**Placement by cell class**

Bar = 20 um. Fill, decap, tap and diode cells in grey.
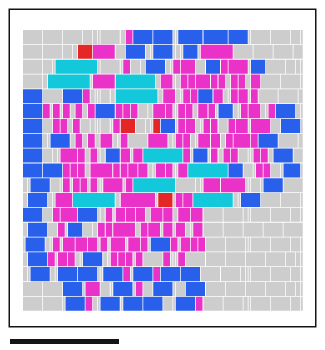
**Clock routing**

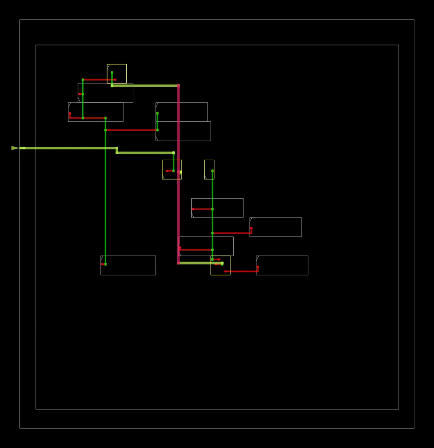
**Gate families picked out**

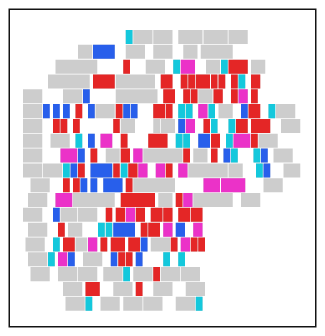
**Drive-strength map**

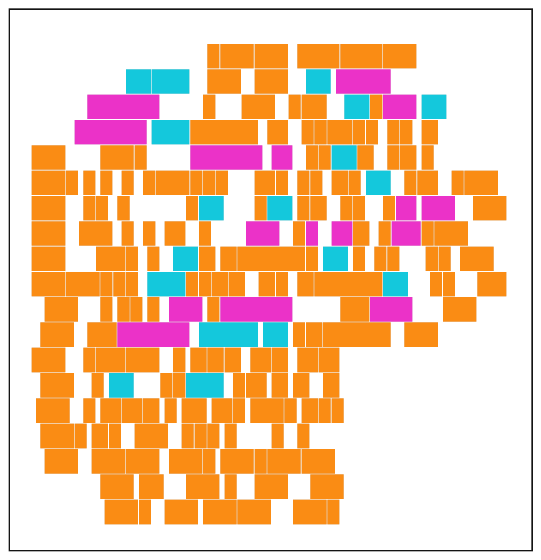
$ cat src/rtl/arm_core_pkg.sv
// Shared arm_core definitions: condition codes, APSR bit positions, IT opcode,
// and the IT-block sequencer state type.
package arm_core_pkg;

  localparam logic [3:0] COND_EQ = 4'h0;
  localparam logic [3:0] COND_NE = 4'h1;
  localparam logic [3:0] COND_CS = 4'h2;
  localparam logic [3:0] COND_CC = 4'h3;
  localparam logic [3:0] COND_MI = 4'h4;
  localparam logic [3:0] COND_PL = 4'h5;
  localparam logic [3:0] COND_VS = 4'h6;
  localparam logic [3:0] COND_VC = 4'h7;
  localparam logic [3:0] COND_HI = 4'h8;
  localparam logic [3:0] COND_LS = 4'h9;
  localparam logic [3:0] COND_GE = 4'hA;
  localparam logic [3:0] COND_LT = 4'hB;
  localparam logic [3:0] COND_GT = 4'hC;
  localparam logic [3:0] COND_LE = 4'hD;
  localparam logic [3:0] COND_AL = 4'hE;
  localparam logic [3:0] COND_NV = 4'hF;

  localparam int unsigned APSR_N = 4;
  localparam int unsigned APSR_Z = 3;
  localparam int unsigned APSR_C = 2;
  localparam int unsigned APSR_V = 1;
  localparam int unsigned APSR_Q = 0;

  localparam logic [7:0] IT_OPC = 8'hBF;

  // IDLE: mask == 0, IN_BLK: mask != 0 (state is derived from ITSTATE, not stored)
  typedef enum logic {
    IT_IDLE   = 1'b0,
    IT_IN_BLK = 1'b1
  } it_state_e;

  // An IT with firstcond NV, or AL with more than one instruction, is unpredictable
  function automatic logic it_cond_illegal(input logic [3:0] firstcond, input logic [3:0] mask);
    return (firstcond == COND_NV) || ((firstcond == COND_AL) && (mask != 4'b1000));
  endfunction

endpackage

$ cat src/rtl/cond_eval.sv
// Condition-code evaluator: tests a 4-bit ARM condition against APSR flags.
// Purely combinational so conditional branches can share it.
module cond_eval
  import arm_core_pkg::*;
(
  input  logic [3:0] i_cond,
  input  logic [4:0] i_apsr,
  output logic       o_pass
);

  logic w_n, w_z, w_c, w_v;
  logic w_unused_q;

  assign w_n        = i_apsr[APSR_N];
  assign w_z        = i_apsr[APSR_Z];
  assign w_c        = i_apsr[APSR_C];
  assign w_v        = i_apsr[APSR_V];
  assign w_unused_q = i_apsr[APSR_Q];

  // Decode the condition into a pass/fail; AL and NV both execute
  always_comb begin
    o_pass = 1'b1;
    case (i_cond)
      COND_EQ: o_pass = w_z;
      COND_NE: o_pass = ~w_z;
      COND_CS: o_pass = w_c;
      COND_CC: o_pass = ~w_c;
      COND_MI: o_pass = w_n;
      COND_PL: o_pass = ~w_n;
      COND_VS: o_pass = w_v;
      COND_VC: o_pass = ~w_v;
      COND_HI: o_pass = w_c & ~w_z;
      COND_LS: o_pass = ~w_c | w_z;
      COND_GE: o_pass = (w_n == w_v);
      COND_LT: o_pass = (w_n != w_v);
      COND_GT: o_pass = ~w_z & (w_n == w_v);
      COND_LE: o_pass = w_z | (w_n != w_v);
      default: o_pass = 1'b1;
    endcase
  end

endmodule

$ cat src/rtl/it_blk_ctrl.sv
// Thumb-2 IT block sequencer. Owns ITSTATE, loads it on an IT instruction,
// advances it per accepted instruction and qualifies each one as execute/skip.
//
//   state  | meaning
//   IDLE   | ITSTATE mask == 0, instructions execute unconditionally
//   IN_BLK | ITSTATE mask != 0, current instruction is conditional on cur_cond
module it_blk_ctrl
  import arm_core_pkg::*;
#(
  parameter bit IT_CHECK_EN = 1'b1
) (
  input  logic        i_clk,
  input  logic        i_rst,
  input  logic        i_inst_valid,
  input  logic        i_inst_ack,
  input  logic [31:0] i_inst,
  input  logic        i_is_32bit,
  input  logic [4:0]  i_apsr,
  input  logic        i_flush,
  input  logic        i_it_restore,
  input  logic [7:0]  i_it_restore_data,
  output logic [7:0]  o_itstate,
  output logic        o_in_it_blk,
  output logic [3:0]  o_cur_cond,
  output logic        o_hint_or_exc,
  output logic        o_it_last,
  output logic        o_it_err
);

  logic [7:0] r_itstate;
  logic       r_it_err;

  logic [7:0] w_itstate_nxt;
  logic       w_it_err_nxt;
  it_state_e  w_state;
  logic       w_accept;
  logic       w_it_detect;
  logic       w_it_illegal;
  logic [7:0] w_itstate_adv;
  logic       w_in_blk;
  logic [3:0] w_cur_cond;
  logic       w_last;
  logic       w_hint;
  logic       w_pass;
  logic       w_unused_inst;

  assign w_accept      = i_inst_valid & i_inst_ack;
  assign w_it_detect   = ~i_is_32bit & (i_inst[31:24] == IT_OPC) & (i_inst[19:16] != 4'h0);
  assign w_it_illegal  = it_cond_illegal(i_inst[23:20], i_inst[19:16]);
  assign w_state       = (r_itstate[3:0] != 4'h0) ? IT_IN_BLK : IT_IDLE;
  assign w_unused_inst = ^i_inst[15:0];

  // Shift the condition LSB and mask left; the top three condition bits stay put
  assign w_itstate_adv = (r_itstate[2:0] == 3'b000) ? 8'h00
                                                    : {r_itstate[7:5], r_itstate[3:0], 1'b0};

  // State register: ITSTATE and the registered illegal-IT pulse
  always_ff @(posedge i_clk) begin
    if (i_rst) begin
      r_itstate <= 8'h00;
      r_it_err  <= 1'b0;
    end else begin
      r_itstate <= w_itstate_nxt;
      r_it_err  <= w_it_err_nxt;
    end
  end

  // Next-state: flush beats restore beats the accept-driven load/advance
  always_comb begin
    w_itstate_nxt = r_itstate;
    w_it_err_nxt  = 1'b0;
    if (i_flush) begin
      w_itstate_nxt = 8'h00;
    end else if (i_it_restore) begin
      w_itstate_nxt = i_it_restore_data;
    end else if (w_accept) begin
      case (w_state)
        IT_IDLE: begin
          if (w_it_detect) begin
            if (IT_CHECK_EN && w_it_illegal) begin
              w_it_err_nxt = 1'b1;
            end else begin
              w_itstate_nxt = i_inst[23:16];
            end
          end
        end
        IT_IN_BLK: begin
          // A nested IT is never loaded; it just consumes a slot in the block
          w_it_err_nxt  = IT_CHECK_EN & w_it_detect;
          w_itstate_nxt = w_itstate_adv;
        end
        default: w_itstate_nxt = 8'h00;
      endcase
    end
  end

  // Outputs: zero-latency decode of the current ITSTATE
  always_comb begin
    w_in_blk   = (w_state == IT_IN_BLK);
    w_cur_cond = w_in_blk ? r_itstate[7:4] : COND_AL;
    w_last     = w_in_blk & (r_itstate[2:0] == 3'b000);
    w_hint     = i_inst_valid & w_pass;
  end

  cond_eval u_cond_eval (
    .i_cond (w_cur_cond),
    .i_apsr (i_apsr),
    .o_pass (w_pass)
  );

  assign o_itstate     = r_itstate;
  assign o_in_it_blk   = w_in_blk;
  assign o_cur_cond    = w_cur_cond;
  assign o_it_last     = w_last;
  assign o_hint_or_exc = w_hint;
  assign o_it_err      = r_it_err;

endmodule

$ cat config.mk
export PLATFORM = sky130hd
export DESIGN_NAME = it_blk_ctrl
export DESIGN_NICKNAME = d
export VERILOG_FILES = /design/src/rtl/arm_core_pkg.sv /design/src/rtl/cond_eval.sv /design/src/rtl/it_blk_ctrl.sv
export SDC_FILE = /design/constraint.sdc
export NUM_CORES = 1
export LEC_CHECK = 0
export ABC_AREA = 1
export CORE_AREA = 2 2 54 56
export DETAILED_ROUTE_END_ITERATION = 12
export DIE_AREA = 0 0 56 58
export GPL_ROUTABILITY_DRIVEN = 0
export PLACE_DENSITY = 0.89
export SYNTH_ARGS = -nofsm -noshare
export SYNTH_HDL_FRONTEND = slang
export SYNTH_SLANG_ARGS = --single-unit
$ cat constraint.sdc
create_clock -name i_clk -period 2.45 [get_ports i_clk]
set_clock_uncertainty 0.15 [all_clocks]
set_input_delay 0.3675 -clock i_clk [delete_from_list [all_inputs] [get_ports i_clk]]
set_output_delay 0.3675 -clock i_clk [all_outputs]
set_load 0.01 [all_outputs]
==> flow_metrics.tcl <==
# flow metrics
set metrics [dict create \
    inverters_excl_clock 28 \
    postSynthCellCount 159 \
    vias 1224 \
    worst_pin_slew_ns 0.393 \
    path_cells "nor2_4 > nand2_4 > inv_2 > nor2_2 > inv_1 > a21oi_1 > nand3_1 > nand2_1 > inv_1 > nor2_1 > nor2_1 > dlygate4sd2_1" \
    buffer_area_frac 0.367 \
    grt_usage 0.181 \
    slew_headroom 0.737 \
    die-width_um 56 \
    maxSlewViolCount 0 \
    logic_area_um2 644 \
    pwr-share-comb 0.489 \
    dominant_cells "multi-input combinational cells" \
    finalClockPeriodUsage 0.939 \
    powerClk_mw 0.120 \
    fin_ws_ns 0.149 \
    cts.repair.resized 5 \
    critPathArrivalTime_ns 1.78 \
    path_buffers 4 \
    drcViolationCount 0 \
    num-nets-final 274 \
    ys_sh_xor 0.00946 \
    top_power_group "combinational cells" \
    drive_gt1_frac 0.154 \
    synth_top_cell_by_area "dfxtp_1" \
    post_drt_via_cell_ratio 4.86 \
    fin_tns_setup_ns 0 \
    dp.cells 244 \
    final-hold-violation-count 0 \
    ys_sh_mux 0 \
    final_cell_mix "clkdlybuf4s50_1 (47), nand2_1 (41), inv_1 (27)" \
    ys_types 31 \
    powerDensity_nw_per_um2 349 \
    powerSeq_mw 0.162 \
    numCtsBuffers 3 \
    warnings 43 \
    final-clk-cell-share 0.0166 \
    preCtsSetupSlack_ns -0.247 \
    postCtsSetupBuffers 2 \
    dp_hpwl_mm 2.23 \
    ys_sh_adder 0 \
    power.share.clock 0.218 \
    cp-start-kind "register" \
    clkTransAtPathRegs_ns 0.06 \
    tritoncts "built" \
    htree_levels 1 \
    drt_iter0_drc 23 \
    regArea_um2 186 \
    cp-end-kind "output port" \
    internal_power_mw 0.357 \
    post-route-min-period_ns 2.30 \
    antenna_cells 0 \
    grt_overflow_total 0 \
    crit_slowest_cell "dfxtp_2" \
    top_cell_area_share 0.195 \
    place_area_um2 1500 \
    reg2reg_slack_ns 0.67 \
    ant_nets 0 \
    ys_seq_frac 0.195 \
    status "complete, no violations" \
    crit_path_max_fanout 7 \
    critPathKind "register to output port" \
    num_tap_cells 31 \
    critPathMaxStageDelay_ns 0.38 \
    rsz0062_at_grt "no" \
    drt-pass1-iter-count 4 \
    wl_per_cell_um 10.9 \
    grt_pass1_vias 1109 \
    power_mw 0.552 \
    cp.required_ns 1.93 \
]
Notes on 'placement by cell class' above:
class	colour	cells
clock drivers and dummy loads	red	4
remaining buffers and delay cells	blue	60
remaining logic cells	magenta	148
registers	cyan	9
Final Cell Area: 1580 um2
Finished Core Util: 0.594
Core Area: 2660 um2
flop share of the area: 0.118
Rows: 19

Notes on 'clock routing' above:
seq_cells: 9
Insertion Delay late pin: 0.27 ns
# clk buffers: 4
CTS Sinks: 9

Notes on 'gate families picked out' above:
family	colour	cells	most used
inv cells	cyan	28	inv_1
aoi and oai cells	magenta	21	a21oi_1
nor cells	blue	28	nor2_1
nand cells	red	68	nand2_1
Comb area share: 0.408
most frequent logic cell in the layout: clkdlybuf4s50_1
Non-Filler Instances: 252

Notes on 'drive-strength map' above:
size	colour	cells
x1 and smaller	orange	187
x3 and x4	cyan	18
x2	magenta	16

-- per-layer routing --
metal,global-route usage,up-vias,share of wire
met1,0.208,533,0.40
met5,0,-,0
met2,0.329,46,0.52
met3,0.0536,3,0.080
met4,0.0442,0,0.0091
li1,-,642,-
-- sequential cells by signal, summed over array words and instances, names as in the netlist --
register and flops:
o_itstate 8, o_it_err 1
-- final timing paths --
path,startpoint,depth (start not counted),to
max,o_itstate[0],12,o_hint_or_exc
min,o_itstate[1],2,o_itstate[1]
max reg2reg,o_itstate[0],10,o_itstate[4]
min reg2reg,o_itstate[1],2,o_itstate[1]
-- tightest hold or removal path, cell delays in order (launching register included) --
cell and delay [ns]:
dfxtp_2 0.35, nor2_1 0.10, nor2_1 0.05
No activity file was given, so power comes from the tool's default toggle rates.
